File: config.mk
export PLATFORM = sky130hd
export DESIGN_NAME = pipe_collect_flat
export DESIGN_NICKNAME = d
export VERILOG_FILES = /design/src/rtl/pipe_collect_if.sv /design/src/rtl/pipe_collect.sv /design/src/flat_wrapper.sv
export SDC_FILE = /design/constraint.sdc
export NUM_CORES = 1
export LEC_CHECK = 0
export CAP_MARGIN = 10
export CORE_MARGIN = 1.5
export CORE_UTILIZATION = 55
export DETAILED_ROUTE_END_ITERATION = 16
export HOLD_SLACK_MARGIN = 0.12
export PLACE_DENSITY = 0.71
export SYNTH_ARGS = -nofsm -noshare
export SYNTH_HDL_FRONTEND = slang
export SYNTH_SLANG_ARGS = --single-unit
File: constraint.sdc
create_clock -name clk -period 4.4 [get_ports clk]
set_clock_uncertainty 0.1 [all_clocks]
set_input_delay 0.66 -clock clk [delete_from_list [all_inputs] [get_ports clk]]
set_output_delay 0.66 -clock clk [all_outputs]
set_load 0.03 [all_outputs]
File: src/rtl/pipe_collect_if.sv
// Stream interface of the frame collector: the PIPE result input, the
// frame-record output handshake, and the sticky drop flag.
interface pipe_collect_if #(
  parameter int DATA_W    = 27,
  parameter int FRAME_LEN = 4
);
  localparam int SUM_W = DATA_W + $clog2(FRAME_LEN);

  logic              in_valid;
  logic [DATA_W-1:0] in_value;
  logic              out_ready;
  logic              out_valid;
  logic [SUM_W-1:0]  out_sum;
  logic [DATA_W-1:0] out_max;
  logic              drop;

  // Producer/consumer side: drives samples and ready, observes records.
  modport master (
    output in_valid, in_value, out_ready,
    input  out_valid, out_sum, out_max, drop
  );

  // Collector side.
  modport slave (
    input  in_valid, in_value, out_ready,
    output out_valid, out_sum, out_max, drop
  );
endinterface

File: src/rtl/pipe_collect.sv
// Frame collector: groups FRAME_LEN PIPE results into a {sum, max} record,
// buffers records in a show-ahead FIFO, and flags frames lost to a full FIFO.
// rst_n is an active-high asynchronous reset despite its name.
module pipe_collect #(
  parameter int DATA_W     = 27,
  parameter int FRAME_LEN  = 4,
  parameter int FIFO_DEPTH = 4
) (
  input logic          clk,
  input logic          rst_n,
  pipe_collect_if.slave bus
);
  localparam int SUM_W = DATA_W + $clog2(FRAME_LEN);
  localparam int CNT_W = $clog2(FRAME_LEN);
  localparam int PTR_W = $clog2(FIFO_DEPTH);
  localparam int OCC_W = PTR_W + 1;

  localparam logic [CNT_W-1:0] LAST_CNT = CNT_W'(FRAME_LEN - 1);
  localparam logic [OCC_W-1:0] FULL_OCC = OCC_W'(FIFO_DEPTH);

  typedef enum logic {
    EMPTY,
    FILL
  } state_t;

  state_t            state, state_nxt;
  logic [CNT_W-1:0]  cnt, cnt_nxt;
  logic [SUM_W-1:0]  acc_sum, acc_sum_nxt;
  logic [DATA_W-1:0] acc_max, acc_max_nxt;

  logic              frame_done;
  logic [SUM_W-1:0]  frame_sum;
  logic [DATA_W-1:0] frame_max;

  logic [SUM_W-1:0]  mem_sum [FIFO_DEPTH];
  logic [DATA_W-1:0] mem_max [FIFO_DEPTH];
  logic [PTR_W-1:0]  wr_ptr, rd_ptr;
  logic [OCC_W-1:0]  occ;
  logic              full;
  logic              pop;
  logic              push_ok;
  logic              push_lost;
  logic              drop_q;

  // Frame state and accumulator registers.
  always_ff @(posedge clk or posedge rst_n) begin
    if (rst_n) begin
      state   <= EMPTY;
      cnt     <= '0;
      acc_sum <= '0;
      acc_max <= '0;
    end else begin
      state   <= state_nxt;
      cnt     <= cnt_nxt;
      acc_sum <= acc_sum_nxt;
      acc_max <= acc_max_nxt;
    end
  end

  // Next-state and accumulate logic; the running max is seeded by the first sample of each frame.
  always_comb begin
    state_nxt   = state;
    cnt_nxt     = cnt;
    acc_sum_nxt = acc_sum;
    acc_max_nxt = acc_max;
    frame_done  = 1'b0;
    frame_sum   = acc_sum + SUM_W'(bus.in_value);
    frame_max   = ((state == EMPTY) || (bus.in_value > acc_max)) ? bus.in_value : acc_max;
    if (bus.in_valid) begin
      if (cnt == LAST_CNT) begin
        frame_done  = 1'b1;
        state_nxt   = EMPTY;
        cnt_nxt     = '0;
        acc_sum_nxt = '0;
        acc_max_nxt = '0;
      end else begin
        state_nxt   = FILL;
        cnt_nxt     = CNT_W'(cnt + 1'b1);
        acc_sum_nxt = frame_sum;
        acc_max_nxt = frame_max;
      end
    end
  end

  // FIFO push/pop decisions; a push into a full FIFO survives only if the head leaves this cycle.
  always_comb begin
    full      = (occ == FULL_OCC);
    pop       = bus.out_valid && bus.out_ready;
    push_ok   = frame_done && (!full || pop);
    push_lost = frame_done && full && !pop;
  end

  // Record storage; contents are only observed through the valid-gated head outputs.
  always_ff @(posedge clk) begin
    if (push_ok) begin
      mem_sum[wr_ptr] <= frame_sum;
      mem_max[wr_ptr] <= frame_max;
    end
  end

  // Pointers, occupancy and sticky drop flag.
  always_ff @(posedge clk or posedge rst_n) begin
    if (rst_n) begin
      wr_ptr <= '0;
      rd_ptr <= '0;
      occ    <= '0;
      drop_q <= 1'b0;
    end else begin
      if (push_ok) wr_ptr <= PTR_W'(wr_ptr + 1'b1);
      if (pop)     rd_ptr <= PTR_W'(rd_ptr + 1'b1);
      case ({push_ok, pop})
        2'b10:   occ <= OCC_W'(occ + 1'b1);
        2'b01:   occ <= OCC_W'(occ - 1'b1);
        default: occ <= occ;
      endcase
      if (push_lost) drop_q <= 1'b1;
    end
  end

  // Show-ahead head record, forced to zero while the FIFO is empty.
  always_comb begin
    bus.out_valid = (occ != '0);
    bus.out_sum   = bus.out_valid ? mem_sum[rd_ptr] : '0;
    bus.out_max   = bus.out_valid ? mem_max[rd_ptr] : '0;
    bus.drop      = drop_q;
  end
endmodule

File: src/flat_wrapper.sv
// flat-port wrapper written by rule: the top's interface ports become plain ports
module pipe_collect_flat 
#(
  parameter int DATA_W     = 27,
  parameter int FRAME_LEN  = 4,
  parameter int FIFO_DEPTH = 4
)
  (clk, rst_n, bus_in_valid, bus_in_value, bus_out_ready, bus_out_valid, bus_out_sum, bus_out_max, bus_drop);
  pipe_collect_if #(.DATA_W(DATA_W), .FRAME_LEN(FRAME_LEN)) bus_i ();
  input logic clk;
  input logic rst_n;
  input wire logic [$bits(bus_i.in_valid)-1:0] bus_in_valid;
  input wire logic [$bits(bus_i.in_value)-1:0] bus_in_value;
  input wire logic [$bits(bus_i.out_ready)-1:0] bus_out_ready;
  output wire logic [$bits(bus_i.out_valid)-1:0] bus_out_valid;
  output wire logic [$bits(bus_i.out_sum)-1:0] bus_out_sum;
  output wire logic [$bits(bus_i.out_max)-1:0] bus_out_max;
  output wire logic [$bits(bus_i.drop)-1:0] bus_drop;
  assign bus_i.in_valid = bus_in_valid;
  assign bus_i.in_value = bus_in_value;
  assign bus_i.out_ready = bus_out_ready;
  assign bus_out_valid = bus_i.out_valid;
  assign bus_out_sum = bus_i.out_sum;
  assign bus_out_max = bus_i.out_max;
  assign bus_drop = bus_i.drop;
  pipe_collect #(.DATA_W(DATA_W), .FRAME_LEN(FRAME_LEN), .FIFO_DEPTH(FIFO_DEPTH)) u_core (.clk(clk), .rst_n(rst_n), .bus(bus_i));
endmodule
Fig. 1: PDN straps and rails
(2 px per um) Pins as bars on the die edge.
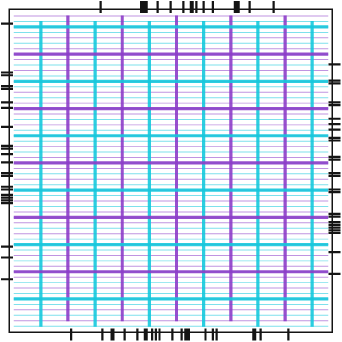
Purple stands for VDD. Cyan stands for VSS.
11 straps on met5. The core has 57 rows. 11 straps on met4. 89 signal pins sit on the boundary.

==> impl_metrics.tcl <==
# place-and-route summary
set metrics [dict create \
    run_status "completed" \
    synth_top_flop_cell "sky130_fd_sc_hd__edfxtp_1" \
    finalHoldViolCount 0 \
    slew-limit-headroom_pct 34.6 \
    arrival_ns 3.00 \
    antenna_found_initial 0 \
    post_cts_resized 0 \
    setup_total_negative_slack_ns 0 \
    fin_worst_hold_slack_ns 0.341 \
    final_cell_mix "sky130_fd_sc_hd__edfxtp_1 (224), sky130_fd_sc_hd__clkdlybuf4s50_1 (88), sky130_fd_sc_hd__dfrtp_1 (65)" \
    layout-drive-gt1-share_pct 13.4 \
    flop-count 291 \
    setup.worst_path.start_class "register" \
    pwr.group.clock_w 0.00243 \
    comb-cell-share_pct 30.8 \
    tritoncts_num_sinks 291 \
    worst_setup_path_class "register to output pin" \
    grt_remaining_overflow 0 \
    drtAntennaViolNets 0 \
    grt_start_max_net_pins 61 \
    ioPinCount 89 \
    detailed_place.area_um2 15000 \
    largest_registers "u_core.mem_sum: 116 flops, u_core.mem_max: 108 flops, u_core.acc_sum: 29 flops" \
    dieHeight_um 161 \
    number_of_pins_with_negative_max_slew_slack_in_the_final_report 0 \
    n_clock_buffer 44 \
    grt_pass1_wl_um 46200 \
    ys.flops 291 \
    footprint_of_the_flip_flops_and_latches_um2 8410 \
    clock_path_buffers 3 \
    cp-end-kind "output pin" \
    comb_pwr_w 0.00574 \
    crit_chain "buf_4 > mux4_2 > and2_1 > clkdlybuf4s50_1" \
    htreeDepth 1 \
    top_area_cell "sky130_fd_sc_hd__edfxtp_1" \
    layout.buffer.nonclock.area_share_pct 6.83 \
    worst_path_dominant_cell_family "buffers and inverters" \
    synth.mux.area_fraction_pct 9.52 \
    timing.final.ws_setup_ns 0.640 \
    cts-root-buf "sky130_fd_sc_hd__clkbuf_16" \
    layout.filler_cells 1776 \
    cts_buffers 30 \
    antenna-diode-count 0 \
    tightest_slew_ns 0.981 \
    post-route-period-util_pct 85.5 \
    multi_input_comb_cells 572 \
    post-cts-setup-buffers 0 \
    most_flops_register "u_core.mem_sum" \
    portBuffers 88 \
    synth_top_cell_by_count "sky130_fd_sc_hd__edfxtp_1" \
    report.final.setup_viol 0 \
    drt_first_pass_iters 5 \
    timing.critical_path.slowest_stage_cell "sky130_fd_sc_hd__dfrtp_4" \
]
Fig. 2: routing congestion map
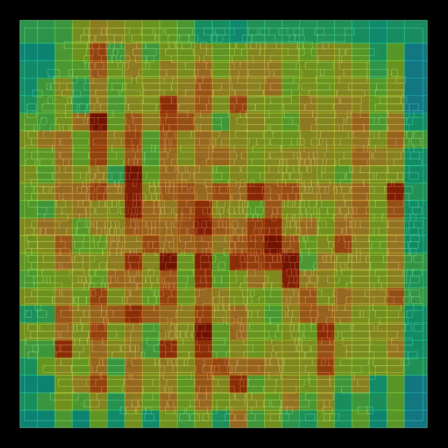
total global-route track usage: 23.1%
met1 track demand over resource: 32.2%
met2 layer usage reported by global route: 38.2%
utilization after layout: 65.4%
routing layer with the top usage in global route: met2

==> worst max-delay path by stage <==
stage                startpoint                     to  slack (ns)  depth (start not counted)
6_report       u_core.rd_ptr[0]        bus_out_sum[26]        0.64                          4
5_1_grt        u_core.rd_ptr[0]        bus_out_sum[26]        0.47                          4
4_1_cts        u_core.rd_ptr[0]        bus_out_sum[26]        0.55                          4
3_5_place_dp   bus_in_value[26]  u_core.mem_max[2][19]        0.50                         10
3_3_place_gp    bus_in_value[0]  u_core.mem_sum[1][22]        0.63                         11
2_1_floorplan      bus_in_valid   u_core.mem_max[0][0]        1.08                          4
==> routing by layer <==
metal	share of wire, %	GRT usage, %	vias to the layer above
li1	-	-	3882
met1	43	32.2	4230
met2	49	38.2	239
met3	4.9	3.20	45
met4	2.6	6.65	0
met5	0	0	-
